### config.mk
export PLATFORM = sky130hd
export DESIGN_NAME = ram_loader
export DESIGN_NICKNAME = d
export VERILOG_FILES = /design/src/rtl/ram_loader_pkg.sv /design/src/rtl/ram_loader_byte_checksum.sv /design/src/rtl/ram_loader.sv
export SDC_FILE = /design/constraint.sdc
export NUM_CORES = 1
export LEC_CHECK = 0
export CORE_MARGIN = 10
export CORE_UTILIZATION = 52
export CTS_CLUSTER_DIAMETER = 100
export CTS_CLUSTER_SIZE = 8
export DETAILED_ROUTE_END_ITERATION = 10
export PLACE_DENSITY_LB_ADDON = 0.25
export SLEW_MARGIN = 10
export SYNTH_ARGS = -nofsm -noshare
export SYNTH_HDL_FRONTEND = slang
export SYNTH_SLANG_ARGS = --single-unit
### constraint.sdc
create_clock -name clk -period 4 [get_ports clk]
set_clock_uncertainty 0.2 [all_clocks]
set_input_delay 0.4 -clock clk [delete_from_list [all_inputs] [get_ports clk]]
set_output_delay 0.4 -clock clk [all_outputs]
set_load 0.01 [all_outputs]
### src/rtl/ram_loader_pkg.sv
// Shared types and sizes for the program-RAM loader and the 16x8 program RAM.
package ram_loader_pkg;

  localparam int RAM_WORDS  = 16;
  localparam int RAM_DATA_W = 8;

  typedef enum logic [2:0] {
    S_IDLE,
    S_LOAD,
    S_WRITE,
    S_CHECKSUM,
    S_VERIFY,
    S_DONE,
    S_ERROR
  } state_t;

  typedef enum logic [1:0] {
    ERR_NONE     = 2'd0,
    ERR_CHECKSUM = 2'd1,
    ERR_VERIFY   = 2'd2,
    ERR_TIMEOUT  = 2'd3
  } error_code_t;

endpackage

### src/rtl/ram_loader_byte_checksum.sv
// 8-bit modular accumulator: clear wins over add, sum visible the cycle after add_en.
module byte_checksum
  import ram_loader_pkg::*;
(
  input  logic                  clk,
  input  logic                  rst,
  input  logic                  clr,
  input  logic                  add_en,
  input  logic [RAM_DATA_W-1:0] din,
  output logic [RAM_DATA_W-1:0] sum
);

  logic [RAM_DATA_W-1:0] sum_q, sum_d;

  always_comb begin
    sum_d = sum_q;
    if (clr) begin
      sum_d = '0;
    end else if (add_en) begin
      sum_d = sum_q + din;
    end
  end

  always_ff @(posedge clk) begin
    if (rst) begin
      sum_q <= '0;
    end else begin
      sum_q <= sum_d;
    end
  end

  assign sum = sum_q;

endmodule

### src/rtl/ram_loader.sv
// Streams 16 data bytes + checksum into the program RAM, reads them back and flags done/error.
// One data byte per two cycles at best; byte_ready drops during each RAM write and outside LOAD/CHECKSUM.
module ram_loader
  import ram_loader_pkg::*;
#(
  parameter int WORDS          = RAM_WORDS,
  parameter int TIMEOUT_CYCLES = 1000,
  localparam int AW            = $clog2(WORDS)
) (
  input  logic                  clk,
  input  logic                  rst,
  input  logic                  start,
  input  logic                  byte_valid,
  input  logic [RAM_DATA_W-1:0] byte_data,
  output logic                  byte_ready,
  output logic                  ram_manual_mode,
  output logic                  ram_manual_read,
  output logic [AW-1:0]         ram_address,
  output logic [RAM_DATA_W-1:0] ram_program_data,
  input  logic [RAM_DATA_W-1:0] ram_data_in,
  output logic                  cpu_hold,
  output logic                  done,
  output logic                  error,
  output logic [1:0]            error_code
);

  localparam int          TW   = (TIMEOUT_CYCLES < 2) ? 1 : $clog2(TIMEOUT_CYCLES + 1);
  localparam logic [31:0] TLIM = 32'(TIMEOUT_CYCLES);

  state_t                state_q, state_d;
  logic [AW-1:0]         idx_q, idx_d;
  logic [TW-1:0]         tcnt_q, tcnt_d, tcnt_inc;
  logic                  byte_ready_q, byte_ready_d;
  logic                  manual_mode_q, manual_mode_d;
  logic                  manual_read_q, manual_read_d;
  logic [AW-1:0]         address_q, address_d;
  logic [RAM_DATA_W-1:0] program_data_q, program_data_d;
  logic                  cpu_hold_q, cpu_hold_d;
  logic                  done_q, done_d;
  logic                  error_q, error_d;
  error_code_t           err_code_q, err_code_d;

  logic                  sum_clr, load_add, read_add;
  logic [RAM_DATA_W-1:0] load_sum, read_sum, chk_sum, final_read_sum;
  logic                  handshake, last_idx, timed_out;

  byte_checksum u_load_sum (
    .clk    (clk),
    .rst    (rst),
    .clr    (sum_clr),
    .add_en (load_add),
    .din    (byte_data),
    .sum    (load_sum)
  );

  byte_checksum u_read_sum (
    .clk    (clk),
    .rst    (rst),
    .clr    (sum_clr),
    .add_en (read_add),
    .din    (ram_data_in),
    .sum    (read_sum)
  );

  always_comb begin
    handshake      = byte_valid && byte_ready_q;
    last_idx       = (idx_q == AW'(WORDS - 1));
    chk_sum        = load_sum + byte_data;
    final_read_sum = read_sum + ram_data_in;
    tcnt_inc       = (&tcnt_q) ? tcnt_q : tcnt_q + 1'b1;
    // Expires on the stalled cycle that brings the idle count up to the limit.
    timed_out      = (TIMEOUT_CYCLES != 0) && ((32'(tcnt_q) + 32'd1) >= TLIM);

    state_d        = state_q;
    idx_d          = idx_q;
    tcnt_d         = tcnt_q;
    address_d      = '0;
    program_data_d = '0;
    done_d         = done_q;
    error_d        = error_q;
    err_code_d     = err_code_q;
    sum_clr        = 1'b0;
    load_add       = 1'b0;
    read_add       = 1'b0;

    case (state_q)
      S_IDLE, S_DONE, S_ERROR: begin
        if (start) begin
          state_d    = S_LOAD;
          idx_d      = '0;
          tcnt_d     = '0;
          done_d     = 1'b0;
          error_d    = 1'b0;
          err_code_d = ERR_NONE;
          sum_clr    = 1'b1;
        end
      end
      S_LOAD: begin
        if (handshake) begin
          state_d        = S_WRITE;
          load_add       = 1'b1;
          tcnt_d         = '0;
          address_d      = idx_q;
          program_data_d = byte_data;
        end else if (timed_out) begin
          state_d    = S_ERROR;
          error_d    = 1'b1;
          err_code_d = ERR_TIMEOUT;
        end else begin
          tcnt_d = tcnt_inc;
        end
      end
      S_WRITE: begin
        if (last_idx) begin
          state_d = S_CHECKSUM;
        end else begin
          state_d = S_LOAD;
          idx_d   = idx_q + 1'b1;
        end
      end
      S_CHECKSUM: begin
        if (handshake) begin
          tcnt_d = '0;
          if (chk_sum == '0) begin
            state_d = S_VERIFY;
            idx_d   = '0;
          end else begin
            state_d    = S_ERROR;
            error_d    = 1'b1;
            err_code_d = ERR_CHECKSUM;
          end
        end else if (timed_out) begin
          state_d    = S_ERROR;
          error_d    = 1'b1;
          err_code_d = ERR_TIMEOUT;
        end else begin
          tcnt_d = tcnt_inc;
        end
      end
      S_VERIFY: begin
        read_add = 1'b1;
        if (last_idx) begin
          if (final_read_sum == load_sum) begin
            state_d = S_DONE;
            done_d  = 1'b1;
          end else begin
            state_d    = S_ERROR;
            error_d    = 1'b1;
            err_code_d = ERR_VERIFY;
          end
        end else begin
          idx_d     = idx_q + 1'b1;
          address_d = idx_q + 1'b1;
        end
      end
      default: state_d = S_IDLE;
    endcase

    // Strobes are registered, so they follow the state being entered.
    byte_ready_d  = (state_d == S_LOAD) || (state_d == S_CHECKSUM);
    manual_read_d = (state_d == S_WRITE);
    manual_mode_d = (state_d == S_LOAD) || (state_d == S_WRITE) ||
                    (state_d == S_CHECKSUM) || (state_d == S_VERIFY);
    cpu_hold_d    = manual_mode_d;
  end

  always_ff @(posedge clk) begin
    if (rst) begin
      state_q        <= S_IDLE;
      idx_q          <= '0;
      tcnt_q         <= '0;
      byte_ready_q   <= 1'b0;
      manual_mode_q  <= 1'b0;
      manual_read_q  <= 1'b0;
      address_q      <= '0;
      program_data_q <= '0;
      cpu_hold_q     <= 1'b0;
      done_q         <= 1'b0;
      error_q        <= 1'b0;
      err_code_q     <= ERR_NONE;
    end else begin
      state_q        <= state_d;
      idx_q          <= idx_d;
      tcnt_q         <= tcnt_d;
      byte_ready_q   <= byte_ready_d;
      manual_mode_q  <= manual_mode_d;
      manual_read_q  <= manual_read_d;
      address_q      <= address_d;
      program_data_q <= program_data_d;
      cpu_hold_q     <= cpu_hold_d;
      done_q         <= done_d;
      error_q        <= error_d;
      err_code_q     <= err_code_d;
    end
  end

  assign byte_ready       = byte_ready_q;
  assign ram_manual_mode  = manual_mode_q;
  assign ram_manual_read  = manual_read_q;
  assign ram_address      = address_q;
  assign ram_program_data = program_data_q;
  assign cpu_hold         = cpu_hold_q;
  assign done             = done_q;
  assign error            = error_q;
  assign error_code       = err_code_q;

endmodule

### PDN straps and rails

Pins as bars on the die edge.
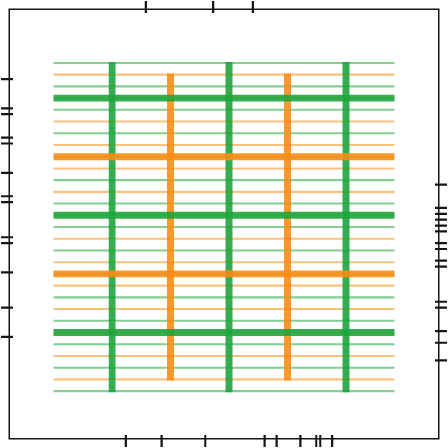
green -> VSS
orange -> VDD
met5 straps = 5
met1 rails = 29
signal pins = 40
rows = 28
met4 straps = 5
Peak VDD IR: 0.193 mV
die height: 99.3 um

### Gate-type map

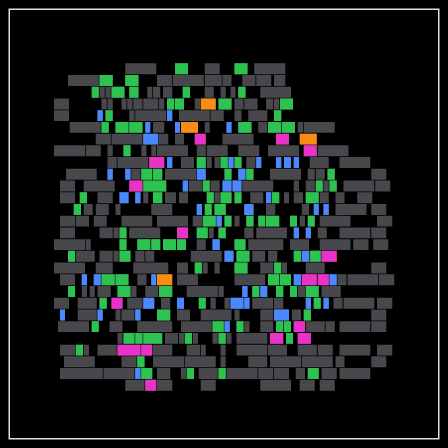
orange -> mux cells  # cells 4
blue -> nor cells  # cells 51
green -> aoi and oai cells  # cells 101
magenta -> non-inverting ao/oa cells  # cells 16
final non-filler cell total: 493
Top cell excl fill/tap: dfxtp_1

==> results.txt <==
fresh numbers from the pnr run: max-cap violation count 0, outcome finished clean, ao+oa area frac 24.4%, Synth Area in XOR/XNOR 7.72%, MI comb cells 313, mapped cell area 3270 sq um, crit path launch ram_data_in[0], Synth area leader dfxtp_1, Endpoint, Worst Hold u_read_sum.sum[6], synthesis-to-finish area growth 14.6%, Antenna diodes 0, Worst Path Arrival 3.34 ns, first-pass iteration count of the detailed router 4, CTS Buf Count 5, Syn Inst Count 388, layout cell share with drive strength beyond 1 under 10%, Startpoint Class input pin, nets@finish 455, Crit path depth 11, main logic family after synthesis AND-OR/OR-AND gates, ys flops ~52, initial antenna violation count 0, M3 GR Usage 4.22%, I/O Pins 40, Multi-input gate area 2100 sq um, endpoints failing setup 0, vias in the first global route 2630, Overall Power 985 uW, RR Startpoint u_read_sum.sum[0], Top delay family on crit path AND-OR/OR-AND gates, final core area utilization 62.2%, CTS tree built, Top pwr grp registers, CP Cell Sequence clkdlybuf4s50_1 -> ha_1 -> fa_1 -> a21o_1 -> a21o_4 -> xnor2_4 -> xnor2_1 -> or4b_1 -> or2_1 -> o221ai_1 -> a211oi_1, GRT Util Overall 15.0%, HP Class flop to flop, Port Buffer Count 39, Placed Instance Area 3660 sq um, crit path max fanout 4, ys async rst share 0%, pre-CTS setup slack 0.310 ns, via/cell ratio 5.92, top cells, area dfxtp_1 32%, ha_1 6.1%, a21oi_1 5.7%, CTS root buffer clkbuf_8, Inverters 4, FP Rows 28, P_comb 147 uW, fraction of area in registers 27.8%, post-synth cell types about 70, gpl congestion approximately 0.91, CP required just under 4 ns, WP buf/inv 1, RSZ-0062 raised after global routing no, Final period util 84.4%, Non-CTS buffers roughly 41, final max-slew violation count 0, final hold slack between 0.2 and 0.3 ns, via count 2918, Critical Path Sink Type flop, CP Class input pin to flop, first-iteration detailed-routing DRC count 232
### Where the registers sit

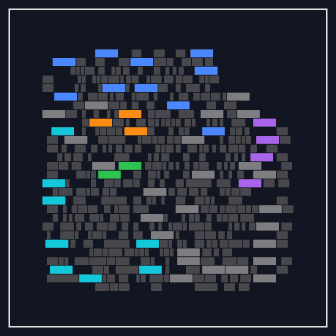
orange -> `state_q`  # sequential cells 3
green -> `error_code`  # sequential cells 2
cyan -> `u_read_sum.sum`  # sequential cells 8
blue -> `tcnt_q`  # sequential cells 10
purple -> `ram_address`  # sequential cells 4, where east

### The clock network

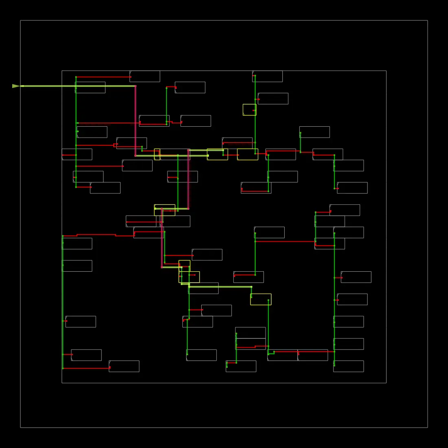
Flops: 52
# clock sinks: 52
clock buffers: 6
P_clk: 303 uW

Power is estimated from default activity; no workload was simulated.
